===== src/rtl/iter_shift_unit_pkg.sv =====
// Shared op codes and FSM states for the iterative shift/rotate unit.
// Also consumed by the ALU opSelect decode.
package iter_shift_unit_pkg;

    localparam logic [2:0] OP_SHR  = 3'b000;
    localparam logic [2:0] OP_SHRA = 3'b001;
    localparam logic [2:0] OP_SHL  = 3'b010;
    localparam logic [2:0] OP_ROR  = 3'b011;
    localparam logic [2:0] OP_ROL  = 3'b100;
    localparam logic [2:0] OP_PASS = 3'b111;

    typedef enum logic {
        ST_IDLE  = 1'b0,
        ST_SHIFT = 1'b1
    } state_e;

    function automatic logic is_shift_op(input logic [2:0] op);
        return op <= OP_ROL;
    endfunction

endpackage


===== src/rtl/iter_shift_unit_step.sv =====
// One combinational shift/rotate step of 0..STEP bits.
// Reports the last bit moved out of the word for the carry path.
module iter_shift_unit_step
    import iter_shift_unit_pkg::*;
#(
    parameter int WIDTH = 32,
    parameter int SW    = 1
) (
    input  logic [2:0]       op,
    input  logic [WIDTH-1:0] work,
    input  logic [SW-1:0]    s,
    output logic [WIDTH-1:0] shifted,
    output logic             out_bit
);

    localparam logic [WIDTH-1:0] LSB_ONE = WIDTH'(1);
    localparam logic [WIDTH-1:0] MSB_ONE = {1'b1, {(WIDTH-1){1'b0}}};

    logic [SW-1:0] s_m1;
    logic          lsb_out;
    logic          msb_out;

    // s_m1 wraps when s is 0; both taps are gated off in that case
    always_comb begin
        s_m1    = s - SW'(1);
        lsb_out = (s != '0) && (|(work & (LSB_ONE << s_m1)));
        msb_out = (s != '0) && (|(work & (MSB_ONE >> s_m1)));
    end

    always_comb begin
        shifted = work;
        out_bit = 1'b0;
        case (op)
            OP_SHR: begin
                shifted = work >> s;
                out_bit = lsb_out;
            end
            OP_SHRA: begin
                shifted = $unsigned($signed(work) >>> s);
                out_bit = lsb_out;
            end
            OP_SHL: begin
                shifted = work << s;
                out_bit = msb_out;
            end
            OP_ROR: begin
                shifted = (work >> s) | (work << (WIDTH - int'(s)));
                out_bit = lsb_out;
            end
            OP_ROL: begin
                shifted = (work << s) | (work >> (WIDTH - int'(s)));
                out_bit = msb_out;
            end
            default: begin
                shifted = work;
                out_bit = 1'b0;
            end
        endcase
    end

endmodule


===== src/rtl/iter_shift_unit.sv =====
// Multi-cycle shift/rotate unit: up to STEP bits per clock, finished pulse on done.
// Optional carry_out port enabled by defining SHIFT_CARRY_EN.
module iter_shift_unit
    import iter_shift_unit_pkg::*;
#(
    parameter int WIDTH = 32,
    parameter int STEP  = 1
) (
    input  logic             Clock,
    input  logic             clear,
    input  logic             start,
    input  logic [2:0]       op,
    input  logic [WIDTH-1:0] operand,
    input  logic [WIDTH-1:0] amount,
    output logic             busy,
    output logic             finished,
    output logic [WIDTH-1:0] result
`ifdef SHIFT_CARRY_EN
    ,
    output logic             carry_out
`endif
);

    localparam int AMTW = $clog2(WIDTH);
    localparam int SW   = $clog2(STEP + 1);
    localparam logic [AMTW:0] STEP_C = (AMTW + 1)'(STEP);

    state_e           state_q, state_d;
    logic [WIDTH-1:0] work_q, work_d;
    logic [AMTW-1:0]  cnt_q, cnt_d;
    logic [2:0]       op_q, op_d;
    logic [WIDTH-1:0] result_q, result_d;
    logic             busy_q, busy_d;
    logic             finished_q, finished_d;

    logic             last_step;
    logic [SW-1:0]    step_s;
    logic [WIDTH-1:0] step_work;
    logic             step_bit;

    logic [WIDTH-AMTW-1:0] amount_unused;
    assign amount_unused = amount[WIDTH-1:AMTW];

    // The final edge shifts whatever remains, which may be fewer than STEP bits
    always_comb begin
        last_step = {1'b0, cnt_q} <= STEP_C;
        step_s    = last_step ? SW'(cnt_q) : SW'(STEP);
    end

    iter_shift_unit_step #(
        .WIDTH (WIDTH),
        .SW    (SW)
    ) u_step (
        .op      (op_q),
        .work    (work_q),
        .s       (step_s),
        .shifted (step_work),
        .out_bit (step_bit)
    );

`ifdef SHIFT_CARRY_EN
    logic carry_q, carry_d;
    assign carry_out = carry_q;
`else
    logic step_bit_unused;
    assign step_bit_unused = step_bit;
`endif

    always_comb begin
        state_d    = state_q;
        work_d     = work_q;
        cnt_d      = cnt_q;
        op_d       = op_q;
        result_d   = result_q;
        busy_d     = busy_q;
        finished_d = 1'b0;
`ifdef SHIFT_CARRY_EN
        carry_d    = carry_q;
`endif
        unique case (state_q)
            ST_IDLE: begin
                // The finished cycle still counts as busy for new requests
                if (start && !finished_q) begin
                    work_d  = operand;
                    cnt_d   = is_shift_op(op) ? amount[AMTW-1:0] : '0;
                    op_d    = op;
                    busy_d  = 1'b1;
                    state_d = ST_SHIFT;
                end
            end
            ST_SHIFT: begin
                work_d = step_work;
                if (last_step) begin
                    cnt_d      = '0;
                    result_d   = step_work;
                    finished_d = 1'b1;
                    busy_d     = 1'b0;
                    state_d    = ST_IDLE;
`ifdef SHIFT_CARRY_EN
                    carry_d    = step_bit;
`endif
                end else begin
                    cnt_d = cnt_q - AMTW'(step_s);
                end
            end
            default: begin
                state_d = ST_IDLE;
                busy_d  = 1'b0;
            end
        endcase
    end

    always_ff @(posedge Clock or negedge clear) begin
        if (!clear) begin
            state_q    <= ST_IDLE;
            work_q     <= '0;
            cnt_q      <= '0;
            op_q       <= OP_PASS;
            result_q   <= '0;
            busy_q     <= 1'b0;
            finished_q <= 1'b0;
        end else begin
            state_q    <= state_d;
            work_q     <= work_d;
            cnt_q      <= cnt_d;
            op_q       <= op_d;
            result_q   <= result_d;
            busy_q     <= busy_d;
            finished_q <= finished_d;
        end
    end

`ifdef SHIFT_CARRY_EN
    always_ff @(posedge Clock or negedge clear) begin
        if (!clear) begin
            carry_q <= 1'b0;
        end else begin
            carry_q <= carry_d;
        end
    end
`endif

    assign busy     = busy_q;
    assign finished = finished_q;
    assign result   = result_q;

endmodule


===== config.mk =====
export PLATFORM = sky130hd
export DESIGN_NAME = iter_shift_unit
export DESIGN_NICKNAME = d
export VERILOG_FILES = /design/src/rtl/iter_shift_unit_pkg.sv /design/src/rtl/iter_shift_unit_step.sv /design/src/rtl/iter_shift_unit.sv
export SDC_FILE = /design/constraint.sdc
export NUM_CORES = 1
export LEC_CHECK = 0
export ABC_AREA = 1
export CORE_MARGIN = 2
export CORE_UTILIZATION = 49
export CTS_CLUSTER_SIZE = 16
export DETAILED_ROUTE_END_ITERATION = 10
export PLACE_DENSITY = 0.86
export RECOVER_POWER = 50
export SYNTH_ARGS = -nofsm -noshare
export SYNTH_HDL_FRONTEND = slang
export SYNTH_SLANG_ARGS = --single-unit

===== constraint.sdc =====
create_clock -name Clock -period 2 [get_ports Clock]
set_input_delay 0.2 -clock Clock [delete_from_list [all_inputs] [get_ports Clock]]
set_output_delay 0.2 -clock Clock [all_outputs]
set_load 0.01 [all_outputs]

==> out/metrics.csv, run 1 <==
metric,value,unit
seq_share,36.7,%
flop_area,1880,um^2
netlist_area,4070,um^2
min_to,op_q[1]$_DFFE_PN1P_,
cts_root_buf,clkbuf_8,
path_delay_family,buffers and inverters,
placedCellCount,723,
grt_pass1_wl,16.6,mm
cts_tree,done,
top_layer_used,met4,
warning_count,53,
tightestPinTransition,0.972,ns
final_hold_viol_count,0,
htreeDepth,3,
path_clk_slew,0.08,ns
yosys-top-cells-count,"217 x nand2_1, 72 x dfrtp_1, 61 x inv_1, 47 x nand3_1, 47 x o21ai_0",
drcViolationCount,0,
powerSeq,0.00269,W
synth.distinct_cells,26,
grt_util_all_layers,23.3,%
worstSetupStartpointType,flip-flop,
synth-compound-area-share,15.0,%
critPathArrivalTime,1.96,ns
rsz0062_at_grt,false,
routedLengthMet1,4.35,mm
route.antenna.remaining_nets,0,
r2r_start,state_q$_DFF_PN0_,
n_antenna_cell,0,
clk_latency,0.34,ns
p_clk_share,11.8,%
area_dominant_class,flip-flops and latches,
final-clk-cell-share,3.73,%
io_buffers,76,
async_flop_share,100,%
fmax,589,MHz
hold_buffers,1,
drt_iter0_markers,235,
powerClk,0.00113,W
yosysTopAreaCell,dfrtp_1,
synth_nets,632,
wl_met2,4.76,mm
cp-end-kind,flip-flop,
worst_ep_required_time,2.26,ns
dp_hpwl,6.54,mm
min_from,op[1],
whs,0.394,ns
postCtsResizedCells,0,
most_common_cell,nand2_1,
critPathSlowestCell,dfrtp_1,
topCombFamilyByArea,simple AND/OR/NAND/NOR gates,
layout.nets,701,
topCellsByArea,"dfrtp_1 44%, nand2_1 20%, nand3_1 5.8%, o21ai_0 5.8%, inv_1 5.6%",
final.min_clock_period,1.70,ns
max_stage_delay,0.41,ns
comb_cells,383,
maxSlewViolCount,0,
rr_worst_depth,7,
cap_violations,0,
endpoint,work_q[17]$_DFFE_PN0P_,
static-leakage-power,2.59,nW
tns,0,ns
gr-usage-met1,30.4,%
ys.flops,75,
xor_area_share,0.431,%
path_buffers,3,
die_w,95.1,um
chip_area,9040,um^2
worst-setup-path-type,reg -> reg,
synth-edff-count,0,
p_seq_share,28.1,%
clock-sinks,75,
vdd_ir_drop_max,1.07,mV
cts_buffer_depth,2,
r2r_setup_slack,0.30,ns
synth.avg_cell_area,7.25,um^2
die_h,95.1,um
comb-power,0.00577,W
hp-class,in -> reg,
p_sw,0.00445,W
use_met2,38.6,%
grt_pass1_vias,3770,
status,finished clean,
postCtsSetupRepairBufs,0,
clock_skew,0.0115,ns
synthAdderAreaFrac,0.308,%
antenna_found_initial,0,
p_sw_share,46.4,%
final_common_cell,nand2_1,
routed_wl,9.81,mm
flops,75,
busiest_layer,met2,
fp-utilization,50.0,%
area.combinational,1760,um^2
setup_viol_count_final,0,
setup_ws,0.301,ns
intPower,0.00514,W
place_ws,0.227,ns
clockBufferCount,15,
numCtsBuffers,9,
worst-path-stages,7,
top_power_group,combinational cells,
power,0.00959,W
period_used_share,84.9,%
path_cells,"inv_2, nand3_1, inv_1, buf_12, nand2_1, o21ai_0, o21bai_1",
placed_cell_area,4920,um^2
slew_headroom,35.2,%
combPwrFrac,60.1,%
r2r_end,work_q[17]$_DFFE_PN0P_,
gr-total-overflow,0,
synth_seq_share,46.2,%
ios,104,
ys_cells,561,
num-nonclk-buffers,87,
yosysWarnings,0,
areaGrowthSynthToFinish,26.1,%
buffer_area_share,17.1,%
place.gp.congestion,0.897,
mux_share,0,%
lay_top_cells,"217 x nand2_1, 72 x dfrtp_1, 62 x inv_1, 62 x clkdlybuf4s50_1",
ys_area,4070,um^2
ff_type,dfrtp_1,
power_density,1870,nW/um^2
fin_area,5130,um^2
viasPerCell,5.16,
**Run 1: placed cells, one colour a class**

Fill, decap, tap and diode cells in grey.
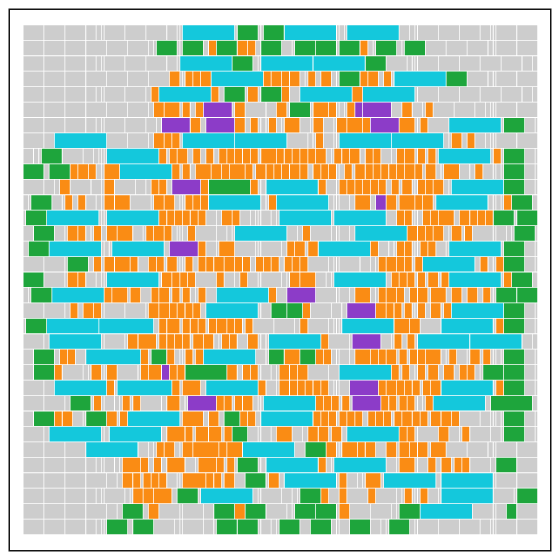
Key: sequential cells = cyan [cells 75, share of their area 38%]; remaining buffers and delay cells = green [cells 87, share of their area 18%]; combinational and other logic = orange [cells 457, share of their area 41%]; clock drivers and dummy loads = purple [cells 16, share of their area 3.8%]

**Run 1: wiring by layer**

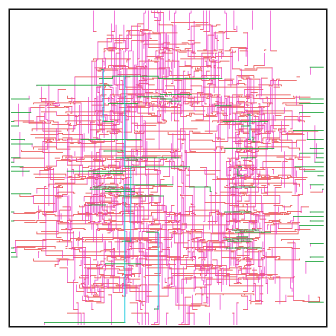
Key: metal 4 = cyan [wire length 137 um]; metal 3 = green [wire length 571 um]; metal 1 = red [wire length 4350 um]; metal 2 = magenta [wire length 4760 um]

**Run 1: clock distribution**

The bar under the picture is 20 um long.
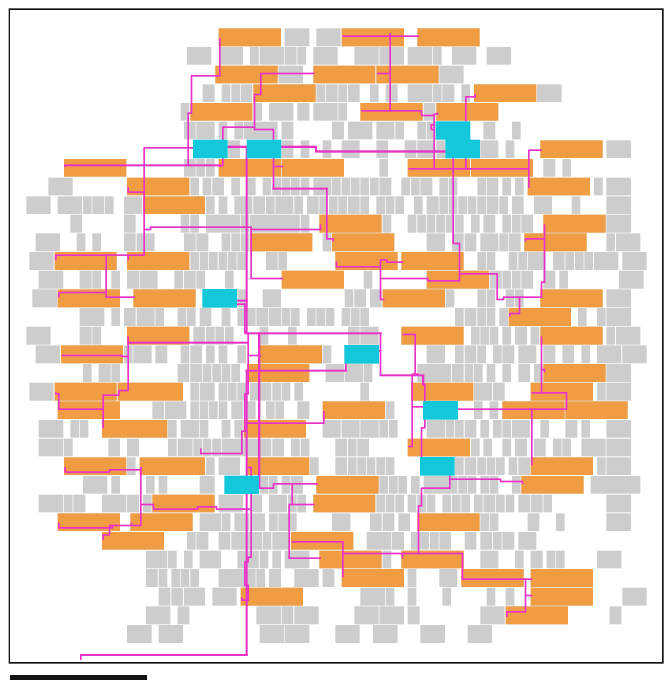
Key: clock drivers = cyan [count 9]; flip-flops = orange [count 75]; clock wires = magenta [length 964 um]
Position of the flops: spread over the die. There are 10 routed clock nets.

**Run 1: placed standard cells**

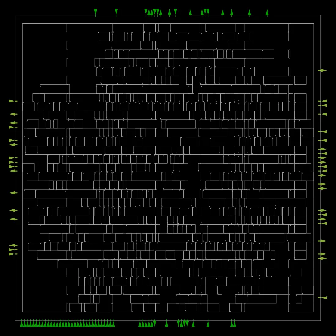
fin cells: 740
Core ar.: 8130 um^2
FILL cells: 692
post-layout util: 63.0%
row count: 33

**Run 1: pin placement**

Pins as bars across the die edge, other pins in grey.
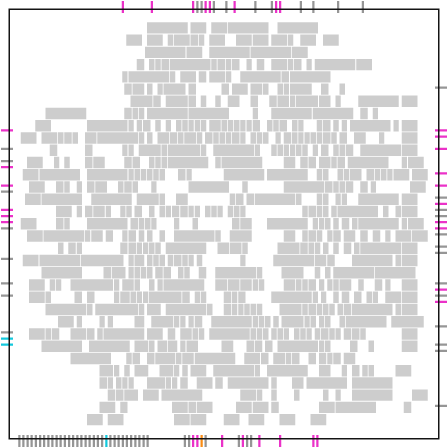

==> run 2: changes to the inputs <==
Clock period 2 ns to 1.7 ns, I/O delays scaled along.
**Run 2: pin placement**

Pins as bars across the die edge, other pins in grey.
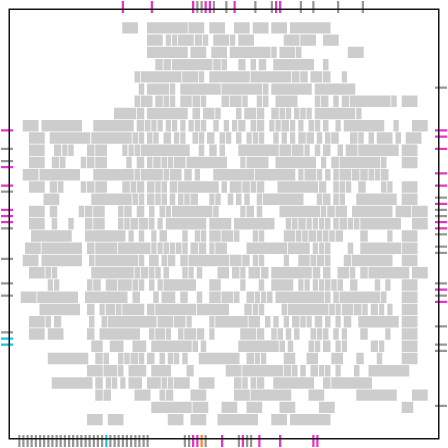
Key: op = cyan [pins 3, direction input, edge 2 left, 1 bottom]; operand = magenta [pins 32, direction input, edge 10 right, 8 bottom, 8 top, 6 left]; start = orange [pins 1, direction input, edge bottom]

**Run 2: placed standard cells**

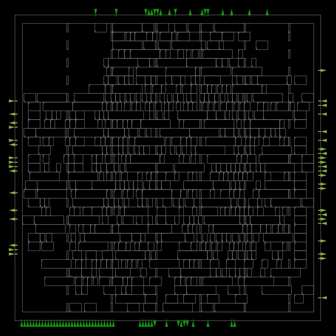
FILL cells: 707
post-layout util: 64.3%

==> out/metrics.csv, run 2 <==
metric,value,unit
viasPerCell,5.16,
busiest_layer,met2,
async_flop_share,100,%
mux_share,0,%
gr-total-overflow,0,
cp-end-kind,flip-flop,
tns,0,ns
path_delay_family,simple AND/OR/NAND/NOR gates,
setup_viol_count_final,0,
ff_type,dfrtp_1,
synthAdderAreaFrac,0.308,%
flop_area,1880,um^2
maxSlewViolCount,0,
die_h,95.1,um
clock_skew,0.0107,ns
combPwrFrac,59.1,%
top_power_group,combinational cells,
flops,75,
final_hold_viol_count,0,
rsz0062_at_grt,false,
p_sw_share,45.0,%
routed_wl,9.97,mm
place.gp.congestion,0.893,
synth-compound-area-share,15.0,%
topCellsByArea,"dfrtp_1 44%, nand2_1 20%, nand3_1 5.8%, o21ai_0 5.8%, inv_1 5.6%",
slew_headroom,41.3,%
clk_latency,0.35,ns
powerClk,0.00168,W
period_used_share,93.6,%
place_ws,0.117,ns
endpoint,work_q[5]$_DFFE_PN0P_,
cap_violations,0,
ys.flops,75,
max_stage_delay,0.44,ns
ys_area,4070,um^2
cts_root_buf,clkbuf_8,
topCombFamilyByArea,simple AND/OR/NAND/NOR gates,
final.min_clock_period,1.59,ns
tightestPinTransition,0.881,ns
fin_area,5230,um^2
synth_seq_share,46.2,%
yosysTopAreaCell,dfrtp_1,
vdd_ir_drop_max,1.21,mV
die_w,95.1,um
buffer_area_share,17.8,%
area.combinational,1760,um^2
hold_buffers,1,
n_antenna_cell,0,
worst-setup-path-type,reg -> reg,
yosys-top-cells-count,"217 x nand2_1, 72 x dfrtp_1, 61 x inv_1, 47 x nand3_1, 47 x o21ai_0",
path_clk_slew,0.08,ns
grt_pass1_wl,16.9,mm
antenna_found_initial,0,
worst-path-stages,8,
final-clk-cell-share,4.64,%
r2r_setup_slack,0.11,ns
setup_ws,0.109,ns
powerSeq,0.00316,W
p_seq_share,26.7,%
xor_area_share,0.431,%
num-nonclk-buffers,93,
fmax,628,MHz
wl_met2,4.83,mm
comb-power,0.00698,W
cts_buffer_depth,2,
hp-class,in -> async,
synth.distinct_cells,26,
worstSetupStartpointType,flip-flop,
num_rows,33,
path_buffers,2,
final_common_cell,nand2_1,
stdcell_count,746,
critPathArrivalTime,1.85,ns
postCtsSetupRepairBufs,0,
gr-usage-met1,30.2,%
areaGrowthSynthToFinish,28.6,%
clock-sinks,75,
status,finished clean,
drt_iter0_markers,215,
io_buffers,76,
layout.nets,707,
worst_ep_required_time,1.96,ns
use_met2,40.0,%
most_common_cell,nand2_1,
routedLengthMet1,4.27,mm
placedCellCount,729,
dp_hpwl,6.85,mm
fp-utilization,50.0,%
cts_tree,done,
layout-drive-gt1-share,8.42,%
r2r_start,cnt_q[3]$_DFFE_PN0P_,
grt_util_all_layers,23.8,%
p_sw,0.00532,W
p_clk_share,14.2,%
numCtsBuffers,9,
htreeDepth,3,
drcViolationCount,0,
ios,104,
comb_cells,383,
critPathSlowestCell,dfrtp_1,
clockBufferCount,12,
power,0.0118,W
seq_share,36.0,%
yosysWarnings,0,
whs,0.241,ns
power_density,2260,nW/um^2
floorplan.core_area,8130,um^2
synth.avg_cell_area,7.25,um^2
netlist_area,4070,um^2
postCtsResizedCells,0,
path_cells,"nor2_2, nand3_2, buf_4, nand2_1, inv_1, nand2_1, nand3_1, o21bai_1",
static-leakage-power,2.64,nW
simple_gate_area_share,27.6,%
warning_count,53,
ys_cells,561,
r2r_end,work_q[5]$_DFFE_PN0P_,
route.antenna.remaining_nets,0,
grt_pass1_vias,3778,
placed_cell_area,4990,um^2
area_dominant_class,flip-flops and latches,
intPower,0.00651,W
chip_area,9040,um^2
**Run 2: wiring by layer**

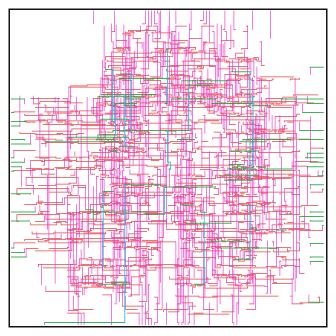

==> run 3: changes to the inputs <==
Settings changed: CORE_ASPECT_RATIO set to 1.2.
**Run 3: wiring by layer**

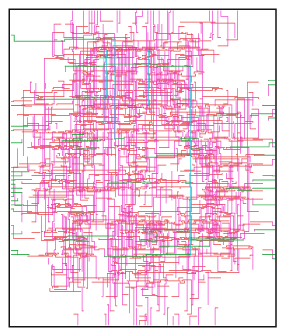
post-DR wirelength/cell: 13.7 um
WL final: 10.1 mm
vias post-DR: 3897
gr usage total: 23.4%

**Run 3: placed cells, one colour a class**

Fill, decap, tap and diode cells in grey.
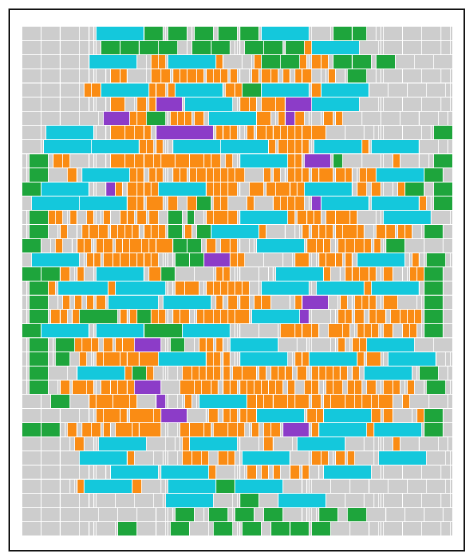
Key: sequential cells = cyan [cells 75, share of their area 37%]; clock drivers and dummy loads = purple [cells 16, share of their area 3.8%]; combinational and other logic = orange [cells 457, share of their area 41%]; remaining buffers and delay cells = green [cells 94, share of their area 18%]

==> out/metrics.csv, run 3 <==
metric,value,unit
final.min_clock_period,1.59,ns
warning_count,53,
powerSeq,0.00318,W
routedLengthMet1,4.36,mm
postCtsResizedCells,0,
r2r_start,cnt_q[2]$_DFFE_PN0P_,
r2r_end,cnt_q[1]$_DFFE_PN0P_,
path_delay_family,flip-flops,
power,0.0115,W
maxSlewViolCount,0,
tns,0,ns
hold_buffers,1,
simple_gate_area_share,27.6,%
final-clk-cell-share,3.74,%
setup_viol_count_final,0,
ys_area,4070,um^2
critPathArrivalTime,1.83,ns
path_clk_slew,0.08,ns
io_buffers,76,
synth_seq_share,46.2,%
r2r_setup_slack,0.11,ns
lay_top_cells,"217 x nand2_1, 72 x dfrtp_1, 66 x clkdlybuf4s50_1",
ys_cells,561,
async_flop_share,100,%
mux_share,0,%
grt_pass1_wl,17.0,mm
busiest_layer,met2,
flop_area,1880,um^2
xor_area_share,0.431,%
combPwrFrac,60.5,%
fillers,667,
max_stage_delay,0.45,ns
stdcell_count,737,
drt_iter0_markers,328,
yosysWarnings,0,
p_clk_share,11.8,%
final_hold_viol_count,0,
setup_ws,0.108,ns
postCtsSetupRepairBufs,0,
top_power_group,combinational cells,
buffer_area_share,17.8,%
clk_latency,0.35,ns
route.antenna.remaining_nets,0,
topCellsByArea,"dfrtp_1 44%, nand2_1 20%, nand3_1 5.8%, o21ai_0 5.8%, inv_1 5.6%",
path_cells,"nor2_4, nand2_1, inv_1, nor2_1, ha_1, o311ai_1",
rr_worst_depth,6,
placed_cell_area,4960,um^2
p_sw_share,46.6,%
intPower,0.00614,W
netlist_area,4070,um^2
synth.avg_cell_area,7.25,um^2
synth.distinct_cells,26,
placedCellCount,720,
slew_headroom,38.3,%
worst-setup-path-type,reg -> reg,
place_ws,0.0812,ns
rsz0062_at_grt,false,
whs,0.229,ns
layout.nets,708,
power_density,2230,nW/um^2
clockBufferCount,10,
synth_nets,632,
yosys-top-cells-count,"217 x nand2_1, 72 x dfrtp_1, 61 x inv_1, 47 x nand3_1, 47 x o21ai_0",
most_common_cell,nand2_1,
wl_met2,5.02,mm
clock_skew,0.00625,ns
seq_share,36.5,%
fmax,628,MHz
htreeDepth,3,
worst-path-stages,6,
hp-class,in -> async,
n_antenna_cell,0,
status,finished clean,
top_layer_used,met4,
worstSetupStartpointType,flip-flop,
synth-edff-count,0,
grt_pass1_vias,3846,
ff_type,dfrtp_1,
num-nonclk-buffers,94,
powerClk,0.00136,W
topCombFamilyByArea,simple AND/OR/NAND/NOR gates,
numCtsBuffers,9,
use_met2,38.8,%
cp-end-kind,flip-flop,
period_used_share,93.7,%
cts_buffer_depth,2,
path_buffers,1,
synth-compound-area-share,15.0,%
static-leakage-power,2.62,nW
drcViolationCount,0,
vdd_ir_drop_max,1.05,mV
cap_violations,0,
yosysTopAreaCell,dfrtp_1,
clock-sinks,75,
chip_area,9050,um^2
floorplan.core_area,8110,um^2
areaGrowthSynthToFinish,26.6,%
final_util,63.5,%
cts_root_buf,clkbuf_8,
tightestPinTransition,0.926,ns
Power is estimated from default activity; no workload was simulated.
